**Run 1: placed cells, one colour a class**

Scale: 4 px per um.
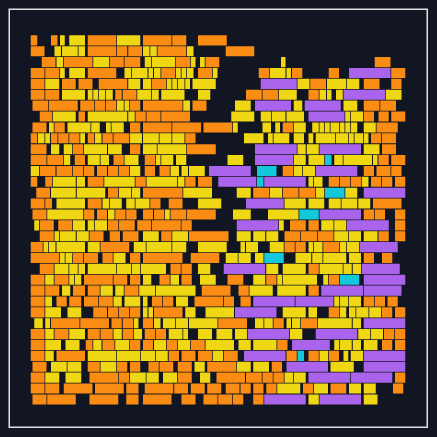
**Run 1: the metal 3 layer**

Scale: 3 px per um.
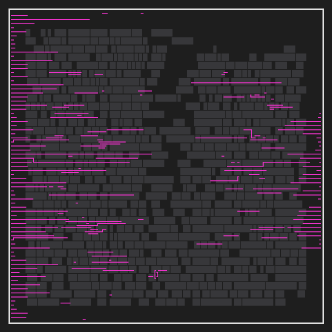
**Run 1: where the registers sit**

Scale: 4 px per um.
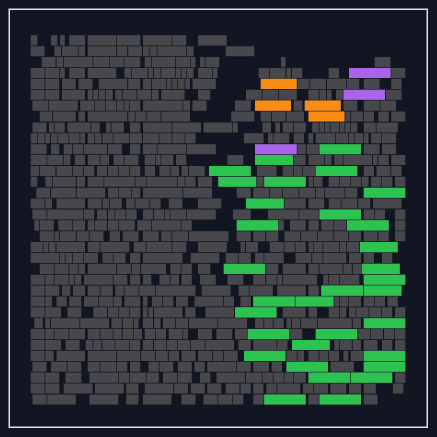
### config.mk
export PLATFORM = sky130hd
export DESIGN_NAME = pc_sequencer_flat
export DESIGN_NICKNAME = d
export VERILOG_FILES = /design/src/rtl/pc_sequencer_pkg.sv /design/src/rtl/pc_sequencer_if.sv /design/src/rtl/pc_next_mux.sv /design/src/rtl/pc_sequencer.sv /design/src/flat_wrapper.sv
export SDC_FILE = /design/constraint.sdc
export NUM_CORES = 1
export LEC_CHECK = 0
export CAP_MARGIN = 20
export CORE_MARGIN = 5
export CORE_UTILIZATION = 35
export DETAILED_ROUTE_END_ITERATION = 10
export PLACE_DENSITY = 0.87
export SETUP_SLACK_MARGIN = 0.4
export SYNTH_ARGS = -nofsm -noshare
export SYNTH_HDL_FRONTEND = slang
export SYNTH_SLANG_ARGS = --single-unit
### constraint.sdc
create_clock -name clk -period 2.1 [get_ports clk]
set_input_delay 0.21 -clock clk [delete_from_list [all_inputs] [get_ports clk]]
set_output_delay 0.21 -clock clk [all_outputs]
set_load 0.1 [all_outputs]
### src/rtl/pc_sequencer_pkg.sv
// Shared definitions for the CPU control blocks.
// Holds the sequencer state encoding and fetch geometry.
package cpu_ctrl_pkg;

    localparam int ADDR_WIDTH_DEF = 32;
    localparam int INSTR_BYTES    = 4;

    typedef enum logic [2:0] {
        BOOT   = 3'd0,
        IDLE   = 3'd1,
        RUN    = 3'd2,
        STEP   = 3'd3,
        DRAIN  = 3'd4,
        HALTED = 3'd5
    } state_t;

endpackage

### src/rtl/pc_sequencer_if.sv
// Bundle between the PC sequencer and its surroundings.
// master = sequencer, slave = PC register / decode / debug side.
interface pc_sequencer_if
    import cpu_ctrl_pkg::*;
#(
    parameter int ADDR_WIDTH = ADDR_WIDTH_DEF
) ();

    logic                  cmd_run;
    logic                  cmd_step;
    logic                  cmd_stop;
    logic [ADDR_WIDTH-1:0] pc_current;
    logic                  stall;
    logic                  branch_taken;
    logic [ADDR_WIDTH-1:0] branch_target;
    logic                  jump;
    logic [ADDR_WIDTH-1:0] jump_target;
    logic                  halt_instr;
    logic                  pc_enable;
    logic [ADDR_WIDTH-1:0] pc_next;
    logic                  flush;
    logic [2:0]            state_out;
    logic                  halted;
    logic [31:0]           fetch_count;

    modport master (
        input  cmd_run, cmd_step, cmd_stop,
        input  pc_current, stall,
        input  branch_taken, branch_target,
        input  jump, jump_target, halt_instr,
        output pc_enable, pc_next, flush,
        output state_out, halted, fetch_count
    );

    modport slave (
        output cmd_run, cmd_step, cmd_stop,
        output pc_current, stall,
        output branch_taken, branch_target,
        output jump, jump_target, halt_instr,
        input  pc_enable, pc_next, flush,
        input  state_out, halted, fetch_count
    );

endinterface

### src/rtl/pc_next_mux.sv
// Next fetch address select: boot vector, branch, jump or PC+4.
// Purely combinational; +4 wraps modulo 2^ADDR_WIDTH.
module pc_next_mux
    import cpu_ctrl_pkg::*;
#(
    parameter int                    ADDR_WIDTH = ADDR_WIDTH_DEF,
    parameter logic [ADDR_WIDTH-1:0] RESET_ADDR = '0
) (
    input  logic                  boot,
    input  logic [ADDR_WIDTH-1:0] pc_current,
    input  logic                  branch_taken,
    input  logic [ADDR_WIDTH-1:0] branch_target,
    input  logic                  jump,
    input  logic [ADDR_WIDTH-1:0] jump_target,
    output logic [ADDR_WIDTH-1:0] pc_next
);

    logic [ADDR_WIDTH-1:0] pc_seq;

    assign pc_seq = pc_current + ADDR_WIDTH'(INSTR_BYTES);

    // Boot vector wins, then branch over jump, else sequential.
    always_comb begin
        pc_next = pc_seq;
        priority case (1'b1)
            boot:         pc_next = RESET_ADDR;
            branch_taken: pc_next = branch_target;
            jump:         pc_next = jump_target;
            default:      pc_next = pc_seq;
        endcase
    end

endmodule

### src/rtl/pc_sequencer.sv
// PC sequencer: run/step/stop/halt control FSM, drain timer
// and saturating fetch counter driving the PC register.
module pc_sequencer
    import cpu_ctrl_pkg::*;
#(
    parameter int                    ADDR_WIDTH   = ADDR_WIDTH_DEF,
    parameter logic [ADDR_WIDTH-1:0] RESET_ADDR   = '0,
    parameter int                    DRAIN_CYCLES = 4
) (
    input  logic           clk,
    input  logic           reset,
    pc_sequencer_if.master bus
);

    localparam logic [3:0] DRAIN_LOAD = 4'(DRAIN_CYCLES - 1);

    state_t      state;
    state_t      state_d;
    logic [3:0]  drain_cnt;
    logic [3:0]  drain_d;
    logic [31:0] fetch_cnt;
    logic [31:0] fetch_d;
    logic        pc_en;
    logic        in_boot;

    assign in_boot = (state == BOOT);

    pc_next_mux #(
        .ADDR_WIDTH (ADDR_WIDTH),
        .RESET_ADDR (RESET_ADDR)
    ) u_mux (
        .boot          (in_boot),
        .pc_current    (bus.pc_current),
        .branch_taken  (bus.branch_taken),
        .branch_target (bus.branch_target),
        .jump          (bus.jump),
        .jump_target   (bus.jump_target),
        .pc_next       (bus.pc_next)
    );

    // State, drain timer and fetch counter registers.
    always_ff @(posedge clk or posedge reset) begin
        if (reset) begin
            state     <= BOOT;
            drain_cnt <= '0;
            fetch_cnt <= '0;
        end else begin
            state     <= state_d;
            drain_cnt <= drain_d;
            fetch_cnt <= fetch_d;
        end
    end

    // Next state, PC write enable and drain timer update.
    always_comb begin
        state_d = state;
        drain_d = drain_cnt;
        pc_en   = 1'b0;
        unique case (state)
            BOOT: begin
                pc_en   = !reset;
                state_d = IDLE;
            end
            IDLE: begin
                if (bus.cmd_stop)      state_d = IDLE;
                else if (bus.cmd_run)  state_d = RUN;
                else if (bus.cmd_step) state_d = STEP;
            end
            RUN: begin
                if (bus.halt_instr) begin
                    state_d = DRAIN;
                    drain_d = DRAIN_LOAD;
                end else begin
                    pc_en = !bus.stall;
                    if (bus.cmd_stop) state_d = IDLE;
                end
            end
            STEP: begin
                if (bus.halt_instr) begin
                    state_d = DRAIN;
                    drain_d = DRAIN_LOAD;
                end else begin
                    pc_en = !bus.stall;
                    if (!bus.stall) state_d = IDLE;
                end
            end
            DRAIN: begin
                if (drain_cnt == '0) state_d = HALTED;
                else                 drain_d = drain_cnt - 4'd1;
            end
            HALTED: state_d = HALTED;
            default: state_d = BOOT;
        endcase
    end

    // Fetch counter advances on each PC write and sticks at max.
    always_comb begin
        fetch_d = fetch_cnt;
        if (pc_en && (fetch_cnt != '1)) fetch_d = fetch_cnt + 32'd1;
    end

    assign bus.pc_enable   = pc_en;
    assign bus.flush       = pc_en & (bus.branch_taken | bus.jump);
    assign bus.state_out   = state;
    assign bus.halted      = (state == HALTED);
    assign bus.fetch_count = fetch_cnt;

endmodule

### src/flat_wrapper.sv
// flat-port wrapper written by rule: the top's interface ports become plain ports
module pc_sequencer_flat import cpu_ctrl_pkg::*;
#(
    parameter int                    ADDR_WIDTH   = ADDR_WIDTH_DEF,
    parameter logic [ADDR_WIDTH-1:0] RESET_ADDR   = '0,
    parameter int                    DRAIN_CYCLES = 4
)
  (clk, reset, bus_cmd_run, bus_cmd_step, bus_cmd_stop, bus_pc_current, bus_stall, bus_branch_taken, bus_branch_target, bus_jump, bus_jump_target, bus_halt_instr, bus_pc_enable, bus_pc_next, bus_flush, bus_state_out, bus_halted, bus_fetch_count);
  pc_sequencer_if #(.ADDR_WIDTH(ADDR_WIDTH)) bus_i ();
  input  logic clk;
  input  logic reset;
  input wire logic [$bits(bus_i.cmd_run)-1:0] bus_cmd_run;
  input wire logic [$bits(bus_i.cmd_step)-1:0] bus_cmd_step;
  input wire logic [$bits(bus_i.cmd_stop)-1:0] bus_cmd_stop;
  input wire logic [$bits(bus_i.pc_current)-1:0] bus_pc_current;
  input wire logic [$bits(bus_i.stall)-1:0] bus_stall;
  input wire logic [$bits(bus_i.branch_taken)-1:0] bus_branch_taken;
  input wire logic [$bits(bus_i.branch_target)-1:0] bus_branch_target;
  input wire logic [$bits(bus_i.jump)-1:0] bus_jump;
  input wire logic [$bits(bus_i.jump_target)-1:0] bus_jump_target;
  input wire logic [$bits(bus_i.halt_instr)-1:0] bus_halt_instr;
  output wire logic [$bits(bus_i.pc_enable)-1:0] bus_pc_enable;
  output wire logic [$bits(bus_i.pc_next)-1:0] bus_pc_next;
  output wire logic [$bits(bus_i.flush)-1:0] bus_flush;
  output wire logic [$bits(bus_i.state_out)-1:0] bus_state_out;
  output wire logic [$bits(bus_i.halted)-1:0] bus_halted;
  output wire logic [$bits(bus_i.fetch_count)-1:0] bus_fetch_count;
  assign bus_i.cmd_run = bus_cmd_run;
  assign bus_i.cmd_step = bus_cmd_step;
  assign bus_i.cmd_stop = bus_cmd_stop;
  assign bus_i.pc_current = bus_pc_current;
  assign bus_i.stall = bus_stall;
  assign bus_i.branch_taken = bus_branch_taken;
  assign bus_i.branch_target = bus_branch_target;
  assign bus_i.jump = bus_jump;
  assign bus_i.jump_target = bus_jump_target;
  assign bus_i.halt_instr = bus_halt_instr;
  assign bus_pc_enable = bus_i.pc_enable;
  assign bus_pc_next = bus_i.pc_next;
  assign bus_flush = bus_i.flush;
  assign bus_state_out = bus_i.state_out;
  assign bus_halted = bus_i.halted;
  assign bus_fetch_count = bus_i.fetch_count;
  pc_sequencer #(.ADDR_WIDTH(ADDR_WIDTH), .RESET_ADDR(RESET_ADDR), .DRAIN_CYCLES(DRAIN_CYCLES)) u_core (.clk(clk), .reset(reset), .bus(bus_i));
endmodule
==> results.toml, run 1 <==
# yosys + openroad results
[status]
outcome = "finished, violations left"
violations = "setup timing"

[finish]
fin_cells = 780
flops = 39
utilization_pct = 84.1
clock_tree_area_fraction_pct = 1.15
nNonClkBuffers = 299
dominant_cells = "non-clock buffers"
n_antenna_cell = 0
seq_share_pct = 14.9
fin_area_um2 = 7300
drive_gt1_share_pct = 54.8
final_cell_mix = "buf_4 (128), clkdlybuf4s50_1 (75), buf_12 (38)"
comb_cells = 312
largest_register_ffs = 32
area.share.combinational_pct = 38.9
nNetsFinal = 779
n_all_inverters = 14
ff_latch_area_um2 = 1090
final-comb-area_um2 = 2840
clkbuf_count = 5
fillCellCount = 416

[job]
tool_warnings = 29
drv_cap = 0

[critical_path]
crit_required_ns = 2.28
rr_startpoint = "u_core.bus.state_out[1]"
crit_type = "reg2reg"
ff2ff_path_depth = 7
critical_path_arrival_ns = 2.50
path_max_fanout = 5
start_kind = "register"
cp-end-kind = "register"
r2r_end = "u_core.bus.fetch_count[25]"

[power]
swShare_pct = 40.3
seq-power_w = 0.000760
clkPwrFrac_pct = 18.9
ir_drop_uv = 342
switchingPower_w = 0.00105
maxPowerGroup = "combinational cells"
pg_comb_w = 0.00136
p_int_w = 0.00156
seqPwrFrac_pct = 29.1
p_comb_share_pct = 52.0
pwr_density_cell_nw_per_um2 = 357
p_leak_nw = 3.06
p_clk_w = 0.000492

[sta]
max_slew_margin_pct = 72.1
period_used_pct = 110
worst_pin_slew_ns = 0.418
fin_skew_ns = 0.0100
max_freq_mhz = 432
drv_slew = 0
setup_viol = 48
rsz0062_at_grt = "true"
hold_viol = 0
whs_ns = 0.220
tns_ns = -3.23
fin_ws_ns = -0.212

[synthesis]
yosys_area_um2 = 3100
top_cells_by_area = "dfrtp_1 (31%), xnor2_1 (12%), xor2_1 (4.8%)"
edf_count = 0
synth_top_area_share_pct = 31.5
top_area_cell = "dfrtp_1"
synthCells = 381
synthAoiAreaFrac_pct = 13.7
syn_nets = 489
ys_seq_elements = 39
yosys.stat.seqShare_pct = 31.5
synth_area_um2 = 3100
ys.flop_type = "dfrtp_1"
yosys_warnings = 0
synthAdderAreaFrac_pct = 1.21
yosys-stat-cells = 381
synth_cell_types = 47
top_cells_by_count = "xnor2_1 (44), dfrtp_1 (39), nand2_1 (39), nor2_1 (39), nand3_1 (26)"
syn_area_per_cell_um2 = 8.14
synthArstFlopShare_pct = 100
synthMuxAreaShare_pct = 2.94
simple_gate_area_share_pct = 29.6
yosysMostFrequentCell = "xnor2_1"

[grt]
use_met1_pct = 29.9
use_met3_pct = 6.52
grt_antenna_before_repair = 0
grt-ovfl-total = 0
use_met2_pct = 51.0
grt_pass1_wl_um = 24300
grt_max_degree = 33
grt_pass1_vias = 4581
grt_busiest_layer = "met2"

[cts]
cts_resized = 159
cts_buffers = 5
tritoncts = "yes"
htree_num_levels = 2
clock-sinks = 39
clk_pin_slew_ns = 0.08
post_cts_buffers = 31
root_buffer = "clkbuf_8"
cts_hold_buf = 0

[detailed_routing]
viasPerCell = 5.58
drt_iter0_markers = 200
wire_per_inst_um = 20.8
drc = 0
ant_nets = 0
wl_met2_um = 8610
vias = 4351
wl_met1_um = 5800
drtPass1Iterations = 5
dr_wl_met3_um = 1340
routed_wl_um = 16200
top_layer = "met4"

[floorplanning]
fp-row-count = 34
die_area_um2 = 10800
die_h_um = 104
fp_util_pct = 35.8
die_w_um = 104
core_um2 = 8680
io-pin-count = 175

[worst_hold_path]
hold_path_class = "in2async"

[place]
port_buffers = 174
placedCellCount = 714
globalplace.congestion = 0.889
dp_slack_ns = -0.363
hpwl_um = 10300
postPlaceCellArea_um2 = 6200
-- 'placed cells, one colour a class' (at the start) --
Key: flip-flops = purple [cells 39, share of their area 15%]; all other logic = yellow [cells 326, share of their area 40%]; other buffers and delay cells = orange [cells 299, share of their area 43%]; clock drivers and dummy loads = cyan [cells 8, share of their area 1.2%]

-- 'the metal 3 layer' (at the start) --
The longest straight run is 46.7 um. The layer carries 1,340 um of wire. The layer holds 8.2% of the routed length. The wires run mostly horizontal. 174 nets have wire on it.

-- 'where the registers sit' (at the start) --
Key: u_core.bus.fetch_count = green [sequential cells 32]; u_core.drain_cnt = orange [sequential cells 4]; u_core.bus.state_out = purple [sequential cells 3]

run 1: critical path, stage by stage (launching register included):
cell	delay [ns]
dfrtp_4	0.49
or3_4	0.40
a211o_1	0.35
or3_4	0.36
nor3_4	0.25
buf_4	0.18
nand3_2	0.06
xnor2_1	0.12
run 1: worst max path at each step:
stage	endpoint	slack (ns)	start
finish	u_core.bus.fetch_count[25]	-0.21	u_core.bus.state_out[1]
global route	u_core.bus.fetch_count[25]	-0.27	u_core.bus.state_out[1]
CTS	u_core.bus.fetch_count[23]	-0.14	u_core.bus.state_out[1]
detailed placement	bus_pc_next[30]	-0.36	bus_pc_current[17]
global placement	bus_pc_next[30]	-0.31	bus_pc_current[15]
floorplan	bus_pc_next[19]	-0.58	bus_pc_current[5]
==> run 1 -> run 2 <==
Settings changed: ABC_AREA set to 1, CORE_MARGIN 5 to 8, CORE_UTILIZATION 35 to 40, PLACE_DENSITY 0.87 to 0.89, REMOVE_ABC_BUFFERS set to 1.
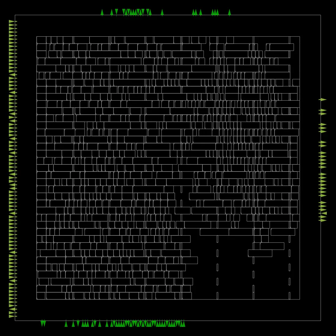
**Above:** run 2 (cell outlines without signal wires).
Seq/total area: 12.0%
post-route insts no fill: 1,123
Flops: 39
core area: 10,100 um2

==> run 2 against run 1 <==
Net effect: the run now ends clean; setup slack better by 0.29 ns; synthesized cell count rose by 87%; first-iteration DRC count increased to 5.1 times the previous value; final cell count increased by 44%; critical path type is now in2out; critical endpoint is now bus_pc_next[25].
==> results.toml, run 2 <==
# yosys + openroad results
[critical_path]
path_max_fanout = 3
cp_slowest_cell = "nor2_1"
worst_path_most_repeated_cell = "nand2_1"
crit_buf_inv = 2
path_delay_family = "simple AND/OR/NAND/NOR gates"
crit_required_ns = 1.89
crit_type = "in2out"
start_kind = "primary input"
cp-end-kind = "output port"
cp.depth = 10
path_cells = "clkbuf_2 -> nand2_1 -> nor2_1 -> nand2_1 -> nor2_1 -> nand2_1 -> nand2_1 -> nand3_1 -> a21oi_2 -> buf_12"
ff2ff_path_depth = 10
critPathMaxStageDelay_ns = 0.27
critical_path_arrival_ns = 1.81

[synthesis]
yosys-stat-cells = 713
ys.flop_type = "dfrtp_1"
top_cells_by_area = "nand2_1 (25%), dfrtp_1 (24%), nor2_1 (8.8%)"
synthCells = 713
top_cells_by_count = "nand2_1 (267), nor2_1 (96), a21oi_1 (55), inv_1 (55), nand3_1 (45)"
yosys.stat.seqShare_pct = 23.9
yosys_warnings = 0
simple_gate_area_share_pct = 46.0
edf_count = 0
yosysMostFrequentCell = "nand2_1"
yosys_area_um2 = 4080
synth_area_um2 = 4080
synthMuxAreaShare_pct = 0
top_area_cell = "nand2_1"
synthArstFlopShare_pct = 100
synth_cell_types = 33
synth_top_area_share_pct = 24.5
synthAoiAreaFrac_pct = 14.6
synthAdderAreaFrac_pct = 0.919
syn_area_per_cell_um2 = 5.73
ys_seq_elements = 39

[place]
globalplace.congestion = 0.963
hpwl_um = 13000
postPlaceCellArea_um2 = 6600
dp_slack_ns = -0.317
placedCellCount = 1060
port_buffers = 174

[detailed_routing]
wl_met2_um = 12300
drt_iter0_markers = 1024
wl_met1_um = 8230
dr_wl_met3_um = 3450
ant_nets = 0
vias = 7071
drtPass1Iterations = 9
wire_per_inst_um = 23.9
drc = 0
viasPerCell = 6.30
top_layer = "met5"
routed_wl_um = 26800

[finish]
nNonClkBuffers = 285
fin_area_um2 = 8210
utilization_pct = 81.0
ff_latch_area_um2 = 985
dominant_cells = "combinational gates"
fillCellCount = 498
n_antenna_cell = 0
final_cell_mix = "nand2_1 (236), buf_4 (123), clkdlybuf4s50_1 (73)"
n_all_inverters = 60
clock_tree_area_fraction_pct = 1.26
comb_cells = 595
clkbuf_count = 7
area.share.combinational_pct = 44.1
final-comb-area_um2 = 3620
largest_register_ffs = 32
nNetsFinal = 1094
drive_gt1_share_pct = 40.9

[sta]
tns_ns = 0
max_freq_mhz = 495
setup_viol = 0
whs_ns = 0.445
fin_ws_ns = 0.0787
hold_viol = 0
period_used_pct = 96.3
drv_slew = 0
rsz0062_at_grt = "true"
worst_pin_slew_ns = 0.506
fin_skew_ns = 0.0161
max_slew_margin_pct = 66.3

[power]
maxPowerGroup = "combinational cells"
seqPwrFrac_pct = 13.0
clkPwrFrac_pct = 7.9
p_comb_share_pct = 79.1
pg_comb_w = 0.00584
swShare_pct = 55.5
seq-power_w = 0.000964
pwr_density_cell_nw_per_um2 = 900
p_clk_w = 0.000580
p_int_w = 0.00329
ir_drop_uv = 861
p_leak_nw = 3.72
switchingPower_w = 0.00410

[cts]
post_cts_buffers = 22
root_buffer = "clkbuf_8"
htree_num_levels = 2
cts_buffers = 5
cts_resized = 276
cts_hold_buf = 0
clk_pin_slew_ns = 0.09
tritoncts = "yes"
clock-sinks = 39

[grt]
grt_pass1_vias = 6623
grt_max_degree = 40
grt-ovfl-total = 0
grt_antenna_before_repair = 0
grt_busiest_layer = "met2"
use_met1_pct = 33.1
use_met2_pct = 56.9
grt_pass1_wl_um = 34100
use_met3_pct = 8.72

[worst_hold_path]
hold_path_class = "in2async"

[floorplanning]
fp_util_pct = 40.3
io-pin-count = 175
fp-row-count = 37
die_w_um = 117
die_area_um2 = 13700
die_h_um = 117

[status]
outcome = "complete, no violations"

[job]
drv_cap = 0
tool_warnings = 27
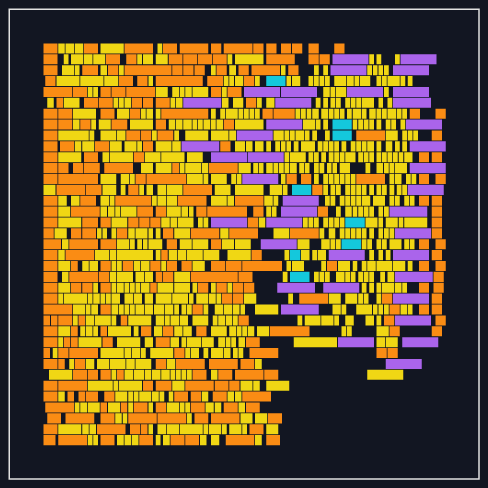
**Above:** run 2 (placed cells, one colour a class).
Scale: 4 px per um.
Key: all other logic = yellow [cells 655, share of their area 49%]; clock drivers and dummy loads = cyan [cells 8, share of their area 1.3%]; flip-flops = purple [cells 39, share of their area 12%]; other buffers and delay cells = orange [cells 285, share of their area 38%]

[run 2: cell types whose count changed after synthesis, sizes merged, moves of 11 or more]
cell and change:
inv +44, o21ai +35, a21oi +35, xnor2 -32
nor2 +61, nand4 -11, nand3 +19, nand2 +243
[run 2: path summary, 6_finish.rpt]
path / start / to / slack (ns)
setup / recovery: bus_pc_current[24] / bus_pc_next[25] / 0.08
hold / removal: reset / u_core.drain_cnt[2] / 0.44
setup reg to reg: u_core.bus.state_out[1] / u_core.bus.fetch_count[21] / 0.28
hold reg to reg: u_core.bus.fetch_count[31] / u_core.bus.fetch_count[31] / 0.55
max in group asynchronous: reset / u_core.bus.fetch_count[12] / 1.25
min in group clk: u_core.bus.fetch_count[31] / u_core.bus.fetch_count[31] / 0.55
==> run 2 -> run 3 <==
Settings changed: CELL_PAD_IN_SITES_DETAIL_PLACEMENT set to 0, CELL_PAD_IN_SITES_GLOBAL_PLACEMENT set to 1, CORE_UTILIZATION 40 to 25, PLACE_DENSITY 0.89 to 0.87.
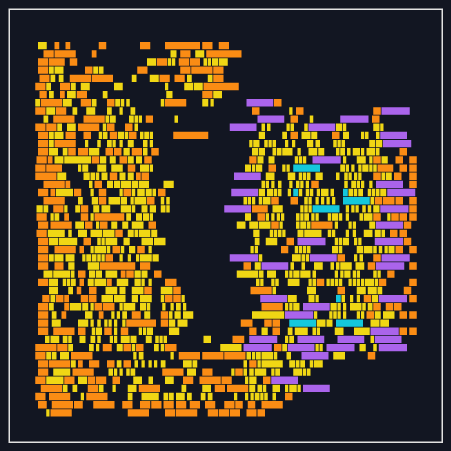
**Above:** run 3 (placed cells, one colour a class).
Scale: 3 px per um.
Key: clock drivers and dummy loads = cyan [cells 8, share of their area 1.8%]; flip-flops = purple [cells 39, share of their area 13%]; all other logic = yellow [cells 655, share of their area 47%]; other buffers and delay cells = orange [cells 293, share of their area 38%]

==> run 3 against run 2 <==
Net effect: setup slack better by 0.20 ns; clock skew is 0.0084 ns lower; maximum frequency rose by 11%; critical endpoint is now bus_pc_next[2].
==> results.toml, run 3 <==
# yosys + openroad results
[status]
outcome = "complete, no violations"

[critical_path]
start_kind = "register"
crit_type = "reg2out"
cp-end-kind = "output port"
critical_path_arrival_ns = 1.61

[synthesis]
yosys.stat.seqShare_pct = 23.9
edf_count = 0
ys.flop_type = "dfrtp_1"
yosys_area_um2 = 4080
syn_area_per_cell_um2 = 5.73
top_cells_by_count = "nand2_1 (267), nor2_1 (96), a21oi_1 (55), inv_1 (55), nand3_1 (45)"
synth_top_area_share_pct = 24.5
synthArstFlopShare_pct = 100
top_area_cell = "nand2_1"
synthAoiAreaFrac_pct = 14.6
simple_gate_area_share_pct = 46.0
yosys_warnings = 0
synth_area_um2 = 4080
synthMuxAreaShare_pct = 0
synth_cell_types = 33
top_cells_by_area = "nand2_1 (25%), dfrtp_1 (24%), nor2_1 (8.8%)"
yosys-stat-cells = 713

[place]
hpwl_um = 13800
postPlaceCellArea_um2 = 6830

[power]
p_leak_nw = 3.68
seq-power_w = 0.000936
p_comb_share_pct = 75.9
swShare_pct = 53.1
switchingPower_w = 0.00368
ir_drop_uv = 859
pg_comb_w = 0.00526
maxPowerGroup = "combinational cells"
clkPwrFrac_pct = 10.6

[job]
tool_warnings = 27
drv_cap = 0

[detailed_routing]
dr_wl_met3_um = 1600
drtPass1Iterations = 4
vias = 5642
drc = 0
wl_met2_um = 9250
wl_met1_um = 7310
routed_wl_um = 18400
ant_nets = 0

[cts]
htree_num_levels = 2
cts_resized = 220
clock-sinks = 39
clk_pin_slew_ns = 0.06
tritoncts = "yes"
cts_buffers = 5
root_buffer = "clkbuf_16"
post_cts_buffers = 15
cts_hold_buf = 0

[finish]
flops = 39
fin_area_um2 = 8220
dominant_cells = "combinational gates"
comb_cells = 595
nNetsFinal = 1102
n_all_inverters = 60
drive_gt1_share_pct = 43.8
seq_share_pct = 12.1
utilization_pct = 51.6
fillCellCount = 1544
final-comb-area_um2 = 3490
area.share.combinational_pct = 42.4
final_cell_mix = "nand2_1 (205), buf_4 (135), clkdlybuf4s50_1 (73)"

[sta]
max_freq_mhz = 549
max_slew_margin_pct = 66.0
setup_viol = 0
rsz0062_at_grt = "true"
tns_ns = 0
fin_skew_ns = 0.00762
fin_ws_ns = 0.279
hold_viol = 0

[floorplanning]
fp_util_pct = 25.6
io-pin-count = 175
die_area_um2 = 20700
core_um2 = 15900
die_h_um = 144

[grt]
use_met2_pct = 30.9
grt_pass1_wl_um = 28600
grt_antenna_before_repair = 1

[worst_hold_path]
hold_path_class = "in2async"
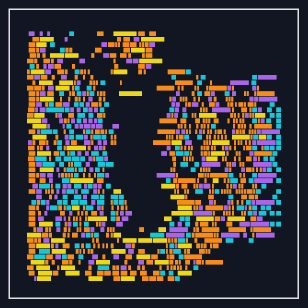
**Above:** run 3 (sizing map).
Scale: 2 px per um.
Key: drive 2 = purple [cells 190, share 19%]; drive 1 or less = orange [cells 559, share 56%]; drive 3 to 4 = cyan [cells 180, share 18%]; drive 6 and up = yellow [cells 66, share 6.6%]

## run 3: final timing paths
kind / to / startpoint / slack, ns / cells after the start
max in group asynchronous: u_core.bus.fetch_count[13] / reset / 1.27 / 3
hold reg to reg: u_core.bus.fetch_count[20] / u_core.bus.fetch_count[20] / 0.52 / 2
hold / removal: u_core.bus.state_out[2] / reset / 0.44 / 3
setup reg to reg: u_core.bus.fetch_count[0] / u_core.bus.state_out[2] / 0.36 / 10
min in group clk: u_core.bus.fetch_count[20] / u_core.bus.fetch_count[20] / 0.52 / 2
setup / recovery: bus_pc_next[2] / u_core.bus.state_out[1] / 0.28 / 6
## run 3: critical path: stages, from the launching register on
cell	delay, ns
dfrtp_2	0.42
nor2_4	0.18
nand2_8	0.12
buf_12	0.17
o21ai_2	0.06
a31oi_1	0.06
bufbuf_16	0.31
